### src/rtl/ball_centroid_x_pkg.sv
// ---------------------------------------------------------------------------
// ball_track_pkg
// Shared definitions for the ball-tracking centroid blocks (X and Y axes).
// Holds the default image geometry, accumulator widths, the "no coordinate"
// marker and the centroid FSM state type.
// No ports (package).
// ---------------------------------------------------------------------------
package ball_track_pkg;

  localparam int H_RES       = 320;
  localparam int V_RES       = 240;
  localparam int MIN_PIXELS  = 64;
  localparam int CNT_W       = 17;
  localparam int SUM_W       = 25;
  localparam int LOST_FRAMES = 3;

  // Column value outside the active image, so the downstream PWM stage
  // recognises it as "no coordinate" and holds the servo.
  localparam logic [10:0] LOST_NONE = 11'h7FF;

  typedef enum logic [1:0] {
    ACCUM,
    CHECK,
    DIVIDE,
    UPDATE
  } state_t;

endpackage

### src/rtl/ball_centroid_x_if.sv
// ---------------------------------------------------------------------------
// ball_centroid_x_if
// Bundles the pixel stream going into the X centroid block and the result
// signals it publishes to the X-axis PWM stage.
//   vsync_in, pix_valid, pix_hit, hcount : pixel-stream side (master drives)
//   x, lost_x, lost_coordinate_x,
//   frame_done, overrun                  : result side (slave drives)
// ---------------------------------------------------------------------------
interface ball_centroid_x_if;

  logic        vsync_in;
  logic        pix_valid;
  logic        pix_hit;
  logic [10:0] hcount;
  logic [11:0] x;
  logic        lost_x;
  logic [10:0] lost_coordinate_x;
  logic        frame_done;
  logic        overrun;

  modport master (
    output vsync_in, pix_valid, pix_hit, hcount,
    input  x, lost_x, lost_coordinate_x, frame_done, overrun
  );

  modport slave (
    input  vsync_in, pix_valid, pix_hit, hcount,
    output x, lost_x, lost_coordinate_x, frame_done, overrun
  );

endinterface

### src/rtl/ball_centroid_x_seq_divider.sv
// ---------------------------------------------------------------------------
// seq_divider
// Restoring unsigned divider, one quotient bit per clock, WIDTH clocks total.
// The first bit is produced on the same edge that samples start_i, so done_o
// pulses WIDTH clocks after start_i was sampled. Shared with the Y centroid.
//   clk, rst    : clock, asynchronous active-high reset
//   start_i     : load operands and begin (one-cycle strobe)
//   dividend_i  : numerator
//   divisor_i   : denominator, must be non-zero
//   busy_o      : iteration in progress
//   done_o      : one-cycle pulse, quotient_o valid from here on
//   quotient_o  : truncated quotient
// ---------------------------------------------------------------------------
module seq_divider #(
  parameter int WIDTH = 25
) (
  input  logic             clk,
  input  logic             rst,
  input  logic             start_i,
  input  logic [WIDTH-1:0] dividend_i,
  input  logic [WIDTH-1:0] divisor_i,
  output logic             busy_o,
  output logic             done_o,
  output logic [WIDTH-1:0] quotient_o
);

  localparam int CW = $clog2(WIDTH + 1);

  logic [WIDTH-1:0] rem_q, quo_q, div_q;
  logic [CW-1:0]    cnt_q;
  logic             busy_q, done_q;

  logic [WIDTH-1:0] remIn, quoIn, divIn, rem_d, quo_d;
  logic [WIDTH:0]   trial;
  logic             ge;

  // One restoring step. On start the step works directly on the fresh
  // operands, which saves a load-only cycle. The quotient register doubles
  // as the dividend shift register: dividend bits leave at the top while
  // quotient bits enter at the bottom.
  always_comb begin
    remIn = start_i ? '0 : rem_q;
    quoIn = start_i ? dividend_i : quo_q;
    divIn = start_i ? divisor_i : div_q;
    trial = {remIn, quoIn[WIDTH-1]};
    ge    = (trial >= {1'b0, divIn});
    rem_d = ge ? WIDTH'(trial - {1'b0, divIn}) : trial[WIDTH-1:0];
    quo_d = {quoIn[WIDTH-2:0], ge};
  end

  // Iteration control: cnt_q counts the remaining steps after the first.
  always_ff @(posedge clk or posedge rst) begin
    if (rst) begin
      rem_q  <= '0;
      quo_q  <= '0;
      div_q  <= '0;
      cnt_q  <= '0;
      busy_q <= 1'b0;
      done_q <= 1'b0;
    end else begin
      done_q <= 1'b0;
      if (start_i) begin
        rem_q  <= rem_d;
        quo_q  <= quo_d;
        div_q  <= divIn;
        cnt_q  <= CW'(WIDTH - 1);
        busy_q <= 1'b1;
      end else if (busy_q) begin
        rem_q <= rem_d;
        quo_q <= quo_d;
        cnt_q <= cnt_q - 1'b1;
        if (cnt_q == CW'(1)) begin
          busy_q <= 1'b0;
          done_q <= 1'b1;
        end
      end
    end
  end

  assign busy_o     = busy_q;
  assign done_o     = done_q;
  assign quotient_o = quo_q;

endmodule

### src/rtl/ball_centroid_x.sv
// ---------------------------------------------------------------------------
// ball_centroid_x
// Accumulates the columns of ball-coloured pixels over a frame and, at each
// vsync rising edge, publishes the centroid column for the X servo loop.
//   clk, rst              : clock, asynchronous active-high reset
//   bus.vsync_in          : frame sync level, rising edge closes a frame
//   bus.pix_valid/pix_hit : active-area pixel / ball-colour match
//   bus.hcount            : pixel column
//   bus.x                 : centroid of last found frame (clamped H_RES-1)
//   bus.lost_x            : ball not found
//   bus.lost_coordinate_x : last valid centroid, 7FF when none
//   bus.frame_done        : one-cycle pulse when results update
//   bus.overrun           : sticky, a frame ended while still computing
// Build option: define BALL_LOST_DEBOUNCE_EN to raise lost_x only after
// LOST_FRAMES consecutive frames without the ball.
// ---------------------------------------------------------------------------
module ball_centroid_x
  import ball_track_pkg::*;
#(
  parameter int H_RES       = ball_track_pkg::H_RES,
  parameter int V_RES       = ball_track_pkg::V_RES,
  parameter int MIN_PIXELS  = ball_track_pkg::MIN_PIXELS,
  parameter int CNT_W       = ball_track_pkg::CNT_W,
  parameter int SUM_W       = ball_track_pkg::SUM_W,
  parameter int LOST_FRAMES = ball_track_pkg::LOST_FRAMES
) (
  input  logic             clk,
  input  logic             rst,
  ball_centroid_x_if.slave bus
);

  // Configuration sanity checks resolved while elaborating.
  if (MIN_PIXELS < 1) begin : g_bad_min
    $error("MIN_PIXELS must be at least 1 so the divisor is never zero");
  end
  if (H_RES * V_RES >= 2 ** CNT_W) begin : g_bad_cnt
    $error("CNT_W too narrow for H_RES*V_RES");
  end
  if (LOST_FRAMES < 1) begin : g_bad_lost
    $error("LOST_FRAMES must be at least 1");
  end

  localparam logic [CNT_W-1:0] MIN_CNT = CNT_W'(MIN_PIXELS);
  localparam logic [SUM_W-1:0] X_MAX   = SUM_W'(H_RES - 1);

  logic             vsync_q;
  logic             fe, pixHit, snapTake;
  logic [SUM_W-1:0] sumAcc_q, sumAcc_d, snapSum_q;
  logic [CNT_W-1:0] hitCnt_q, hitCnt_d, snapCnt_q;
  logic [SUM_W:0]   sumWide;
  logic [CNT_W:0]   cntWide;

  state_t           state_q;
  logic [11:0]      x_q;
  logic             lostX_q;
  logic [10:0]      lostCoord_q;
  logic             frameDone_q;
  logic             overrun_q;

  logic             divStart, divBusy, divDone;
  logic [SUM_W-1:0] divQuot;
  logic [11:0]      xClamp;

  assign fe     = bus.vsync_in & ~vsync_q;
  assign pixHit = bus.pix_valid & bus.pix_hit;

  // Only take a snapshot when the previous result is no longer needed;
  // an edge during CHECK/DIVIDE is dropped and flagged as overrun.
  assign snapTake = fe && (state_q == ACCUM || state_q == UPDATE);

  // Next accumulator values. A hit on the frame-edge cycle already belongs
  // to the new frame, so it seeds the restarted accumulators. Both sums
  // saturate rather than wrap.
  always_comb begin
    sumWide  = {1'b0, sumAcc_q} + (SUM_W + 1)'(bus.hcount);
    cntWide  = {1'b0, hitCnt_q} + (CNT_W + 1)'(1);
    sumAcc_d = sumAcc_q;
    hitCnt_d = hitCnt_q;
    if (fe) begin
      sumAcc_d = pixHit ? SUM_W'(bus.hcount) : '0;
      hitCnt_d = pixHit ? CNT_W'(1) : '0;
    end else if (pixHit) begin
      sumAcc_d = sumWide[SUM_W] ? '1 : sumWide[SUM_W-1:0];
      hitCnt_d = cntWide[CNT_W] ? '1 : cntWide[CNT_W-1:0];
    end
  end

  // Edge-detect register, running accumulators and the frozen snapshot the
  // divider works on.
  always_ff @(posedge clk or posedge rst) begin
    if (rst) begin
      vsync_q   <= 1'b0;
      sumAcc_q  <= '0;
      hitCnt_q  <= '0;
      snapSum_q <= '0;
      snapCnt_q <= '0;
    end else begin
      vsync_q  <= bus.vsync_in;
      sumAcc_q <= sumAcc_d;
      hitCnt_q <= hitCnt_d;
      if (snapTake) begin
        snapSum_q <= sumAcc_q;
        snapCnt_q <= hitCnt_q;
      end
    end
  end

  assign divStart = (state_q == CHECK) && (snapCnt_q >= MIN_CNT);

  seq_divider #(
    .WIDTH (SUM_W)
  ) u_div (
    .clk        (clk),
    .rst        (rst),
    .start_i    (divStart),
    .dividend_i (snapSum_q),
    .divisor_i  ({{(SUM_W - CNT_W){1'b0}}, snapCnt_q}),
    .busy_o     (divBusy),
    .done_o     (divDone),
    .quotient_o (divQuot)
  );

  assign xClamp = (divQuot > X_MAX) ? 12'(H_RES - 1) : divQuot[11:0];

`ifdef BALL_LOST_DEBOUNCE_EN
  localparam int MW = $clog2(LOST_FRAMES + 1);
  logic [MW-1:0] missCnt_q;
`endif

  // Frame FSM. Results are registered on the edge that enters UPDATE, so
  // they and frame_done are visible during the UPDATE cycle. An edge that
  // lands in UPDATE is accepted and goes straight to CHECK.
  always_ff @(posedge clk or posedge rst) begin
    if (rst) begin
      state_q     <= ACCUM;
      x_q         <= '0;
      lostX_q     <= 1'b1;
      lostCoord_q <= LOST_NONE;
      frameDone_q <= 1'b0;
      overrun_q   <= 1'b0;
`ifdef BALL_LOST_DEBOUNCE_EN
      missCnt_q   <= MW'(LOST_FRAMES);
`endif
    end else begin
      frameDone_q <= 1'b0;
      if (fe && (state_q == CHECK || state_q == DIVIDE)) begin
        overrun_q <= 1'b1;
      end
      case (state_q)
        ACCUM: begin
          if (fe) state_q <= CHECK;
        end
        CHECK: begin
          if (snapCnt_q < MIN_CNT) begin
`ifdef BALL_LOST_DEBOUNCE_EN
            if (missCnt_q >= MW'(LOST_FRAMES - 1)) begin
              lostX_q   <= 1'b1;
              missCnt_q <= MW'(LOST_FRAMES);
            end else begin
              missCnt_q <= missCnt_q + 1'b1;
            end
`else
            lostX_q     <= 1'b1;
`endif
            frameDone_q <= 1'b1;
            state_q     <= UPDATE;
          end else begin
            state_q <= DIVIDE;
          end
        end
        DIVIDE: begin
          if (divDone && !divBusy) begin
            x_q         <= xClamp;
            lostX_q     <= 1'b0;
            lostCoord_q <= xClamp[10:0];
            frameDone_q <= 1'b1;
`ifdef BALL_LOST_DEBOUNCE_EN
            missCnt_q   <= '0;
`endif
            state_q     <= UPDATE;
          end
        end
        UPDATE: begin
          state_q <= fe ? CHECK : ACCUM;
        end
        default: state_q <= ACCUM;
      endcase
    end
  end

  assign bus.x                 = x_q;
  assign bus.lost_x            = lostX_q;
  assign bus.lost_coordinate_x = lostCoord_q;
  assign bus.frame_done        = frameDone_q;
  assign bus.overrun           = overrun_q;

endmodule

### src/flat_wrapper.sv
// flat-port wrapper written by rule: the top's interface ports become plain ports
module ball_centroid_x_flat import ball_track_pkg::*;
#(
  parameter int H_RES       = ball_track_pkg::H_RES,
  parameter int V_RES       = ball_track_pkg::V_RES,
  parameter int MIN_PIXELS  = ball_track_pkg::MIN_PIXELS,
  parameter int CNT_W       = ball_track_pkg::CNT_W,
  parameter int SUM_W       = ball_track_pkg::SUM_W,
  parameter int LOST_FRAMES = ball_track_pkg::LOST_FRAMES
)
  (clk, rst, bus_vsync_in, bus_pix_valid, bus_pix_hit, bus_hcount, bus_x, bus_lost_x, bus_lost_coordinate_x, bus_frame_done, bus_overrun);
  ball_centroid_x_if bus_i ();
  input  logic clk;
  input  logic rst;
  input wire logic [$bits(bus_i.vsync_in)-1:0] bus_vsync_in;
  input wire logic [$bits(bus_i.pix_valid)-1:0] bus_pix_valid;
  input wire logic [$bits(bus_i.pix_hit)-1:0] bus_pix_hit;
  input wire logic [$bits(bus_i.hcount)-1:0] bus_hcount;
  output wire logic [$bits(bus_i.x)-1:0] bus_x;
  output wire logic [$bits(bus_i.lost_x)-1:0] bus_lost_x;
  output wire logic [$bits(bus_i.lost_coordinate_x)-1:0] bus_lost_coordinate_x;
  output wire logic [$bits(bus_i.frame_done)-1:0] bus_frame_done;
  output wire logic [$bits(bus_i.overrun)-1:0] bus_overrun;
  assign bus_i.vsync_in = bus_vsync_in;
  assign bus_i.pix_valid = bus_pix_valid;
  assign bus_i.pix_hit = bus_pix_hit;
  assign bus_i.hcount = bus_hcount;
  assign bus_x = bus_i.x;
  assign bus_lost_x = bus_i.lost_x;
  assign bus_lost_coordinate_x = bus_i.lost_coordinate_x;
  assign bus_frame_done = bus_i.frame_done;
  assign bus_overrun = bus_i.overrun;
  ball_centroid_x #(.H_RES(H_RES), .V_RES(V_RES), .MIN_PIXELS(MIN_PIXELS), .CNT_W(CNT_W), .SUM_W(SUM_W), .LOST_FRAMES(LOST_FRAMES)) u_core (.clk(clk), .rst(rst), .bus(bus_i));
endmodule
### config.mk
export PLATFORM = sky130hd
export DESIGN_NAME = ball_centroid_x_flat
export DESIGN_NICKNAME = d
export VERILOG_FILES = /design/src/rtl/ball_centroid_x_pkg.sv /design/src/rtl/ball_centroid_x_if.sv /design/src/rtl/ball_centroid_x_seq_divider.sv /design/src/rtl/ball_centroid_x.sv /design/src/flat_wrapper.sv
export SDC_FILE = /design/constraint.sdc
export NUM_CORES = 1
export LEC_CHECK = 0
export CAP_MARGIN = 20
export CORE_MARGIN = 8
export CORE_UTILIZATION = 25
export DETAILED_ROUTE_END_ITERATION = 8
export PLACE_DENSITY = 0.41
export SLEW_MARGIN = 20
export SYNTH_ARGS = -nofsm -noshare
export SYNTH_HDL_FRONTEND = slang
export SYNTH_HIERARCHICAL = 1
export SYNTH_SLANG_ARGS = --single-unit
export TNS_END_PERCENT = 5
### constraint.sdc
create_clock -name clk -period 11.3 [get_ports clk]
set_clock_uncertainty 0.15 [all_clocks]
set_input_delay 3.39 -clock clk [delete_from_list [all_inputs] [get_ports clk]]
set_output_delay 3.39 -clock clk [all_outputs]
set_load 0.01 [all_outputs]
run_1/port_nets.png
Scale: 2 px per micron.
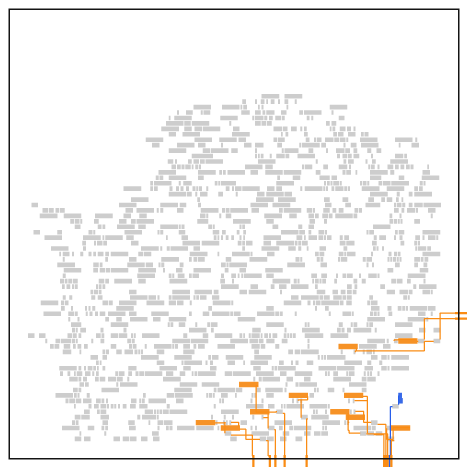
| color | port | bits | direction | end cells | buffers | wire |
|---|---|---|---|---|---|---|
| orange | bus_lost_coordinate_x | 11 | output | 11 | 11 | 426 microns |
| blue | rst | 1 | input | 2 | 1 | 31.1 microns |

run_1/cell_classes.png
Scale: 1 px per micron.
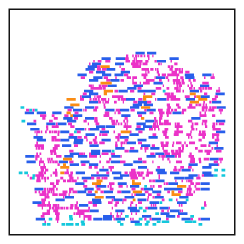
| color | class | cells | share of their area |
|---|---|---|---|
| orange | clock drivers and dummy loads | 32 | 5.1% |
| magenta | all other logic | 875 | 49% |
| blue | flops | 195 | 42% |
| cyan | other buffers and delay cells | 51 | 4.1% |

run_1/final_placement.png
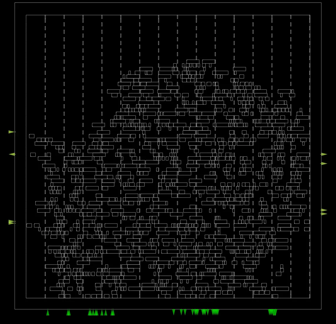
final std cells w/o fill: 1,738
Final Core Density: 0.2902
std cell rows: 76
tap cell count: 585

==> summary.txt, run 1 <==
The run has ended; figures from its reports follow.

The routed design uses 711 microns of met3 wire. The quantity of gates resized following cts came out at 0. The total core area is 42,890 sq um.

The total vias in the final route is 8,143. Per the timing report, the most critical flop-to-flop path finishes at u_core/u_div/rem_q[23]. The kind of end point of the critical path is a flop. For met1 alone, demand over resource in global routing was 0.1625. For this run, the script counts the antenna cells in the layout as 0.

The register-to-register setup slack is 5.62 ns. The post-synthesis sequential element count came out at 195. The number of design rule violations left after detail routing came out at 0. In this run, distinct cell masters in the synthesized netlist total 79.

The post-synthesis share of cell area spent on and, or, nand and nor gates came out at 0.1649. The area added between synthesis and finish came out at 15.09%. Global route summary, busiest routing layer listed as met2.

The post-layout instance area is 12,450 sq um. The master cell of the clock root buffer is clkbuf_16. The met3 routing resource usage after global routing came out at 0.02040. The pin count of the biggest net entering global routing came out at 65. The detailed-router iteration count before antenna repair came out at 5. The flow ran to the end, and the final reports show no timing, DRC or antenna violations.

The count of mapped cells out of synthesis is 1,111. For this sky-water flow run, the detailed-routed wirelength per cell is reported as 16.49 microns. Static timing analysis puts the maximum clock frequency at 0.1702 GHz.
-- run 1: layout make-up --
class,count,area share
Tap cell,585,0.05881
Sequential cell,195,0.3934
Inverter,49,0.01508
Multi-Input combinational cell,826,0.4459
Clock inverter,15,0.01367
Timing Repair Buffer,51,0.03901
Clock buffer,17,0.03418
-- run 1: worst max-delay path by stage --
stage,cells past startpoint,from,to
floorplan,1,rst,u_core/bus.frame_done
global placement,10,bus_hcount[0],u_core/sumAcc_q[20]
detailed placement,10,bus_hcount[0],u_core/sumAcc_q[20]
CTS,10,bus_hcount[0],u_core/sumAcc_q[20]
global route,17,u_core/snapCnt_q[10],u_core/u_div/rem_q[23]
finish,10,bus_hcount[0],u_core/sumAcc_q[20]
-- run 1: worst min-delay path: stages (launching register included) --
cell and delay, ns:
dfstp_2 0.37, nand2_1 0.05, nand2_1 0.04
run_1/registers.png
Scale: 1 px per micron. Other sequential cells in the stronger gray, the rest of the logic in the fainter gray.
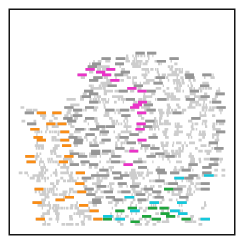

## Run 2: what changed since run 1
PLACE_DENSITY = 0.43   (was 0.41)
clock period = 5.2 ns   (was 11.3 ns; I/O delays follow)
run_2/registers.png
Scale: 1 px per micron. Other sequential cells in the stronger gray, the rest of the logic in the fainter gray.
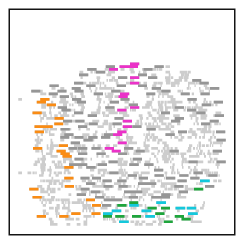
| color | netlist name | placed flops |
|---|---|---|
| magenta | u_core/snapCnt_q | 17 |
| green | u_core/bus.x | 12 |
| orange | u_core/sumAcc_q | 25 |
| cyan | u_core/bus.lost_coordinate_x | 11 |

run_2/port_nets.png
Scale: 2 px per micron.
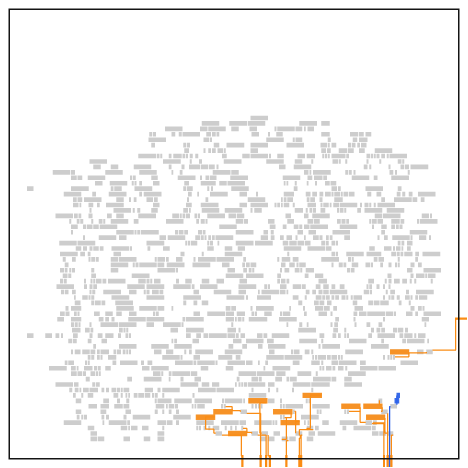
| color | port | bits | direction | end cells | buffers | wire |
|---|---|---|---|---|---|---|
| orange | bus_lost_coordinate_x | 11 | output | 11 | 11 | 367 microns |
| blue | rst | 1 | input | 2 | 1 | 30.2 microns |

==> run 2 against run 1 <==
  * Count of clock-buffer cells in the layout rose by 2
  * Setup slack got worse by 4.9 ns
  * Largest cell class unchanged
  * Non-clock buffer count rose by 9
  * Synthesized cell count did not move
  * Register-to-register slack got worse by 5.1 ns
  * Highest routed layer unchanged
  * Global-route usage barely moved
  * Wire length fell by 1.2%
  * Combinational power rose by 120%
==> summary.txt, run 2 <==
The run has ended; figures from its reports follow.

The flow ran to the end, and the final reports show no timing, DRC or antenna violations. The post-synthesis share of cell area spent on and, or, nand and nor gates is 0.1649 (unchanged). The share of the final layout cell area in multi-input gates came out at 0.4435 (-0.002363). The area added between synthesis and finish is 15.70%. The highest layer used for signal routing is met4. The post-synthesis sequential element count is 195 (unchanged).

Sorting the synthesized cells by area gives the leading types as dfrtp_1 42%, mux2_2 6.2%, ha_1 4.7%, nand2_1 3.9%, mux2i_1 3.5%. The detail-routed net length per standard cell is 16.22 microns (-1.7%). Per the area breakdown, the dominant cell category is multi-input combinational cells.

The detailed-router iteration count before antenna repair is 5 (unchanged). The number of standard cells in the final layout excluding fillers is 1,747 (+0.52%). The number of signal-net buffers in the layout was 60 (+18%).

Setup repair after global routing left no endpoint under its margin. The met1 demand-to-capacity share in global routing came to 0.1636 (+0.001068). The cell sitting at the root of the clock tree is a clkbuf_16.

The highest clock frequency the design can meet is 0.2139 GHz. The number of maximum-capacitance violations recorded for the run is 0. The met3 routing resource usage after global routing is 0.02132 (+0.0009155). The global routing stage identified its most utilized layer as met2. The number of design rule violations left after detail routing came to 0 (unchanged). The post-layout instance area was 12,510 sq um (+0.53%).

The total vias in the final route is 8,107 (-0.44%). The combined buffer and inverter count along the critical path is 1. The total core area is 42,890 sq um (unchanged). The pin count of the biggest net entering global routing came to 51 (-22%). The post-CTS repair timing setup buffer count came out at 0. The post-layout utilization of the core came to 0.2917 (+0.001546). The combinational gate count is 826 (unchanged). The count of filler cells inserted in the layout came out at 4,503. The sequential share of cell area is 0.3913 (-0.002085). The worst setup path is captured at a flop. The quantity of gates resized following cts came out at 0 (unchanged).

The total number of placement rows came out at 76 (unchanged). The number of library cell types mapped by synthesis is 79 (unchanged). The antenna diode instance count came out at 0 (unchanged).

The count of flip-flops and latches came out at 195 (unchanged). The routed wire length on met3 came out at 557 microns (-22%). The clock network area share is 0.04450 (-0.003354).

The commonest register cell is dfrtp_1.
-- run 2: worst paths after layout --
| path | cells past startpoint | endpoint | startpoint | slack, ns |
|---|---|---|---|---|
| max | 16 | u_core/u_div/rem_q[21] | u_core/snapCnt_q[10] | 0.52 |
| min | 2 | u_core/bus.lost_coordinate_x[6] | u_core/bus.lost_coordinate_x[6] | 0.31 |
| max reg2reg | 16 | u_core/u_div/rem_q[21] | u_core/snapCnt_q[10] | 0.52 |
| min reg2reg | 2 | u_core/bus.lost_coordinate_x[6] | u_core/bus.lost_coordinate_x[6] | 0.31 |
| max in group asynchronous | 3 | u_core/u_div/quotient_o[23] | rst | 2.66 |
| min in group asynchronous | 2 | u_core/bus.x[0] | rst | 1.39 |
No activity file was given, so power comes from the tool's default toggle rates.
